$ cat src/rtl/fetch_stage_if.sv
// Handshake and ROM-port bundle for fetch_stage; slave is the fetch stage, master the environment.
interface fetch_stage_if #(
  parameter int unsigned WORD_WIDTH = 16,
  parameter int unsigned DEPTH      = 16,
  parameter int unsigned ADDR_BITS  = $clog2(DEPTH)
);
  logic                  start_i;
  logic [ADDR_BITS-1:0]  rom_addr_o;
  logic [WORD_WIDTH-1:0] rom_data_i;
  logic                  redirect_i;
  logic [ADDR_BITS-1:0]  redirect_pc_i;
  logic                  valid_o;
  logic                  ready_i;
  logic [WORD_WIDTH-1:0] instr_o;
  logic [ADDR_BITS-1:0]  pc_o;
  logic                  done_o;

  modport slave (
    input  start_i, rom_data_i, redirect_i, redirect_pc_i, ready_i,
    output rom_addr_o, valid_o, instr_o, pc_o, done_o
  );

  modport master (
    output start_i, rom_data_i, redirect_i, redirect_pc_i, ready_i,
    input  rom_addr_o, valid_o, instr_o, pc_o, done_o
  );
endinterface

$ cat src/rtl/fetch_stage.sv
// Instruction fetch stage: PC + IDLE/FETCH/DONE FSM feeding a 2-entry {instr, pc} FIFO
// toward decode, with flushing redirect support.
module fetch_stage #(
  parameter int unsigned WORD_WIDTH = 16,
  parameter int unsigned DEPTH      = 16,
  parameter int unsigned ADDR_BITS  = $clog2(DEPTH)
) (
  input logic          clk,
  input logic          rst,
  fetch_stage_if.slave bus
);

  typedef enum logic [1:0] {StIdle, StFetch, StDone} state_e;

  localparam logic [ADDR_BITS-1:0] LastPc = ADDR_BITS'(DEPTH - 1);

  state_e               state_q, state_d;
  logic [ADDR_BITS-1:0] pc_q, pc_d;
  logic [1:0]           count_q, count_d;
  logic                 rd_ptr_q, rd_ptr_d;
  logic                 wr_ptr_q, wr_ptr_d;

  logic [WORD_WIDTH-1:0] instr_mem_q [2];
  logic [ADDR_BITS-1:0]  pc_mem_q    [2];

  logic empty;
  logic valid;
  logic push;
  logic pop;

  always_comb begin
    empty = (count_q == 2'd0);
    valid = !empty && !bus.redirect_i;
    pop   = valid && bus.ready_i;
    // A pop in the same cycle frees a slot, so a full FIFO can still accept.
    push  = (state_q == StFetch) && !bus.redirect_i && ((count_q != 2'd2) || pop);

    bus.rom_addr_o = pc_q;
    bus.valid_o    = valid;
    bus.instr_o    = empty ? '0 : instr_mem_q[rd_ptr_q];
    bus.pc_o       = empty ? '0 : pc_mem_q[rd_ptr_q];
    bus.done_o     = (state_q == StDone) && empty;
  end

  always_comb begin
    state_d  = state_q;
    pc_d     = pc_q;
    count_d  = count_q;
    rd_ptr_d = rd_ptr_q;
    wr_ptr_d = wr_ptr_q;

    if (bus.redirect_i) begin
      count_d  = 2'd0;
      rd_ptr_d = 1'b0;
      wr_ptr_d = 1'b0;
      pc_d     = bus.redirect_pc_i;
      state_d  = (32'(bus.redirect_pc_i) >= DEPTH) ? StDone : StFetch;
    end else begin
      case (state_q)
        StIdle: begin
          if (bus.start_i) state_d = StFetch;
        end
        StFetch: begin
          if (push) begin
            // The last word ends the program; PC parks there rather than wrapping.
            if (pc_q == LastPc) state_d = StDone;
            else                pc_d    = pc_q + ADDR_BITS'(1);
          end
        end
        StDone: ;
        default: state_d = StIdle;
      endcase

      if (push) wr_ptr_d = ~wr_ptr_q;
      if (pop)  rd_ptr_d = ~rd_ptr_q;
      case ({push, pop})
        2'b10:   count_d = count_q + 2'd1;
        2'b01:   count_d = count_q - 2'd1;
        default: count_d = count_q;
      endcase
    end
  end

  always_ff @(posedge clk) begin
    if (rst) begin
      state_q  <= StIdle;
      pc_q     <= '0;
      count_q  <= 2'd0;
      rd_ptr_q <= 1'b0;
      wr_ptr_q <= 1'b0;
    end else begin
      state_q  <= state_d;
      pc_q     <= pc_d;
      count_q  <= count_d;
      rd_ptr_q <= rd_ptr_d;
      wr_ptr_q <= wr_ptr_d;
    end
  end

  // Storage needs no reset: reads are gated by count.
  always_ff @(posedge clk) begin
    if (!rst && push) begin
      instr_mem_q[wr_ptr_q] <= bus.rom_data_i;
      pc_mem_q[wr_ptr_q]    <= pc_q;
    end
  end

endmodule

$ cat src/flat_wrapper.sv
// flat-port wrapper written by rule: the top's interface ports become plain ports
module fetch_stage_flat 
#(
  parameter int unsigned WORD_WIDTH = 16,
  parameter int unsigned DEPTH      = 16,
  parameter int unsigned ADDR_BITS  = $clog2(DEPTH)
)
  (clk, rst, bus_start_i, bus_rom_data_i, bus_redirect_i, bus_redirect_pc_i, bus_ready_i, bus_rom_addr_o, bus_valid_o, bus_instr_o, bus_pc_o, bus_done_o);
  fetch_stage_if #(.WORD_WIDTH(WORD_WIDTH), .DEPTH(DEPTH), .ADDR_BITS(ADDR_BITS)) bus_i ();
  input logic clk;
  input logic rst;
  input wire logic [$bits(bus_i.start_i)-1:0] bus_start_i;
  input wire logic [$bits(bus_i.rom_data_i)-1:0] bus_rom_data_i;
  input wire logic [$bits(bus_i.redirect_i)-1:0] bus_redirect_i;
  input wire logic [$bits(bus_i.redirect_pc_i)-1:0] bus_redirect_pc_i;
  input wire logic [$bits(bus_i.ready_i)-1:0] bus_ready_i;
  output wire logic [$bits(bus_i.rom_addr_o)-1:0] bus_rom_addr_o;
  output wire logic [$bits(bus_i.valid_o)-1:0] bus_valid_o;
  output wire logic [$bits(bus_i.instr_o)-1:0] bus_instr_o;
  output wire logic [$bits(bus_i.pc_o)-1:0] bus_pc_o;
  output wire logic [$bits(bus_i.done_o)-1:0] bus_done_o;
  assign bus_i.start_i = bus_start_i;
  assign bus_i.rom_data_i = bus_rom_data_i;
  assign bus_i.redirect_i = bus_redirect_i;
  assign bus_i.redirect_pc_i = bus_redirect_pc_i;
  assign bus_i.ready_i = bus_ready_i;
  assign bus_rom_addr_o = bus_i.rom_addr_o;
  assign bus_valid_o = bus_i.valid_o;
  assign bus_instr_o = bus_i.instr_o;
  assign bus_pc_o = bus_i.pc_o;
  assign bus_done_o = bus_i.done_o;
  fetch_stage #(.WORD_WIDTH(WORD_WIDTH), .DEPTH(DEPTH), .ADDR_BITS(ADDR_BITS)) u_core (.clk(clk), .rst(rst), .bus(bus_i));
endmodule
$ cat config.mk
export PLATFORM = sky130hd
export DESIGN_NAME = fetch_stage_flat
export DESIGN_NICKNAME = d
export VERILOG_FILES = /design/src/rtl/fetch_stage_if.sv /design/src/rtl/fetch_stage.sv /design/src/flat_wrapper.sv
export SDC_FILE = /design/constraint.sdc
export NUM_CORES = 1
export LEC_CHECK = 0
export ABC_AREA = 1
export CAP_MARGIN = 20
export CORE_ASPECT_RATIO = 1.1
export CORE_MARGIN = 2
export CORE_UTILIZATION = 25
export CTS_CLUSTER_SIZE = 8
export DETAILED_ROUTE_END_ITERATION = 8
export HOLD_SLACK_MARGIN = 0.06
export SLEW_MARGIN = 0
export SYNTH_ARGS = -nofsm -noshare
export SYNTH_HDL_FRONTEND = slang
export SYNTH_SLANG_ARGS = --single-unit
$ cat constraint.sdc
create_clock -name clk -period 5.65 [get_ports clk]
set_input_delay 1.4125 -clock clk [delete_from_list [all_inputs] [get_ports clk]]
set_output_delay 1.4125 -clock clk [all_outputs]
set_load 0.1 [all_outputs]
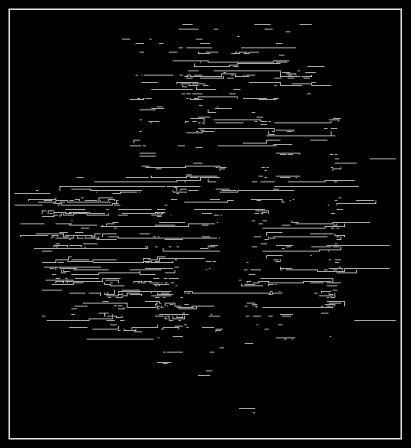
Figure 1: signal wires on met1.
longest straight run: 26.7 um
main direction: horizontal
share of all routed wire: 44%
wire length on this layer: 1920 um
nets with wire on the layer: 248

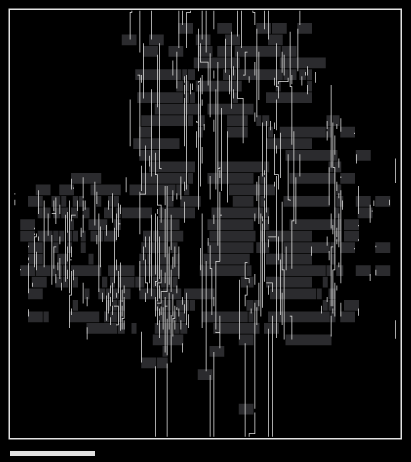
Figure 2: signal wires on met2.
Bar = 20 um. Cells faint in the background.
nets with wire on the layer: 224
wire length on this layer: 2250 um
main direction: vertical
longest straight run: 43.2 um
Via Count: 1526
grt met2 use: 17.3%
Total Wirelength: 4420 um

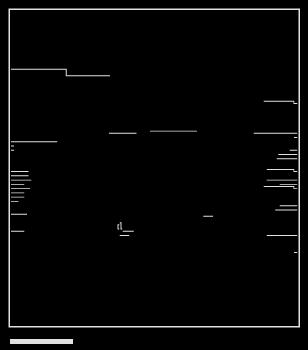
Figure 3: signal wires on met3.
Bar = 20 um.
main direction: horizontal
longest straight run: 17.5 um
wire length on this layer: 228 um
nets with wire on the layer: 34
share of all routed wire: 5.1%
met3 Use GR: 2.39%

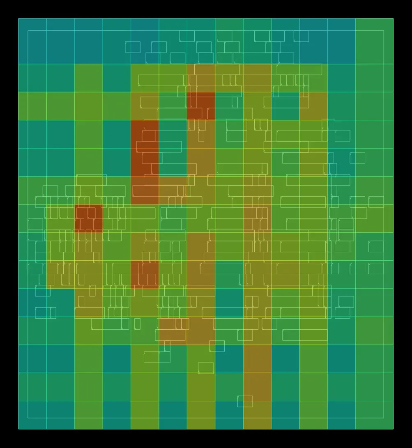
Figure 4: track usage over the die.
most used routing layer in global routing: met2
fin util: 34.3%
Routed WL per cell: 12.0 um
M1 GR Usage: 10.9%
total global-route track usage: 9.43%

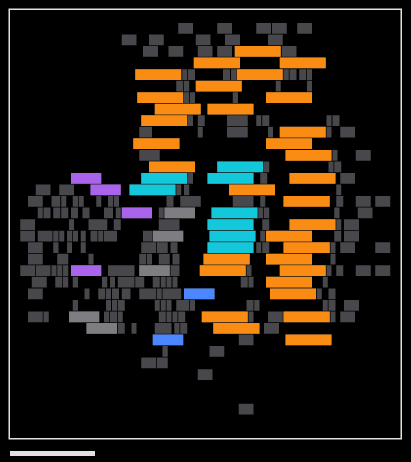
Figure 5: sequential cells grouped by signal name.
Bar = 20 um. Other sequential cells in the stronger gray, the rest of the logic in the fainter gray.
legend:
  `u_core.count_q`:
    color: blue
    placed_flops: 2
  `u_core.pc_mem_q`:
    color: cyan
    placed_flops: 8
    where: center
  `u_core.bus.rom_addr_o`:
    color: purple
    placed_flops: 4
    where: west
  `u_core.instr_mem_q`:
    color: orange
    placed_flops: 32
not colored: 5
sequential share of cell area: 49.8%
register area: 0.00142 sq mm
Power Sequential: 0.422 mW

routing by layer:
metal / track usage (%) / vias up / part of all wire, %
met5: 0 / - / 0
met4: 2.64 / 0 / 0.41
met3: 2.39 / 2 / 5.1
met2: 17.3 / 40 / 51
met1: 10.9 / 700 / 44
li1: - / 784 / -
Yosys cell counts (all sizes together):
library cell	number	share of area, %
nor3	3	0.70
nor2	17	3.0
nand3	8	2.5
or2	1	0.29
edfxtp	40	56
buf	3	0.82
xnor2	1	0.41
dfxtp	11	10
xor2	1	0.41
nand4	2	0.59
clkbuf	4	0.70
a21oi	28	6.6
nand2	64	13
ha	2	1.2
inv	15	2.6
a21boi	1	0.35
o21ai	3	0.70
registers in the layout (all words and copies together) (netlist names), named ones only:
register               cells
u_core.wr_ptr_q            1
u_core.state_q             2
u_core.pc_mem_q            8
u_core.bus.rom_addr_o      4
u_core.rd_ptr_q            1
u_core.count_q             2
u_core.instr_mem_q        32
worst min-delay path by stage:
| stage | to | slack, ps | cells past startpoint |
|---|---|---|---|
| 6_report | register | 500 | 2 |
| 2_1_floorplan | u_core.wr_ptr_q$_SDFFE_PP0P_ | 440 | 2 |
| 3_5_place_dp | u_core.wr_ptr_q$_SDFFE_PP0P_ | 460 | 2 |
| 3_3_place_gp | u_core.wr_ptr_q$_SDFFE_PP0P_ | 450 | 2 |
| 5_1_grt | register | 510 | 2 |
| 4_1_cts | register | 510 | 2 |
stage by stage:
step	area, sq um	cells	power [mW]
after floorplan	2130	204	0.505
after global placement	2750	359	0.543
after detailed placement	2750	359	0.545
after CTS	2850	367	0.759
after global routing	2850	367	0.780
final	2850	367	0.749
tightest hold or removal path, stage by stage, from the launching register on:
cell and delay, ps:
dfxtp_1 320, nand2_1 80, a21oi_1 70
==> Changelog: implementation <==
### Metrics

* Rel. slew slack at 30.4%
* Crit path DRT at 4240 ps
* P_comb at 0.113 mW
* Final period util at 77.6%
* Final WS setup at 1270 ps
* Pre-CTS setup slack at 1560 ps
* Buffering overhead at 17.7%
* RSZ-0062 raised after global routing: no
* Crit path largest cell delay at 1180 ps
* Init Core Util at 25.6%
* Logic pwr share at 15.1%
* Setup TNS at 0 ps
* Antenna violations before repair at 0
* Tmin final at 4380 ps
* Row Count at 35
* Peak supply drop at 115 uV
* Share of cells above drive strength 1 at 7.81%
* Worst slew pin tran at 1040 ps
* Comb area share at 22.1%
* HP Class: register to register
* Final Hold Fails at 0
* Most frequent cells in the layout: nand2_1 (59), clkdlybuf4s50_1 (49), edfxtp_1 (40)
* Buffers on Ports at 50
* Fillcell total at 843
* Status: finished, final reports clean
* Core Area at 0.00832 sq mm
* P_sw at 0.199 mW
* Crit path launch type: register
No activity file was given, so power comes from the tool's default toggle rates.
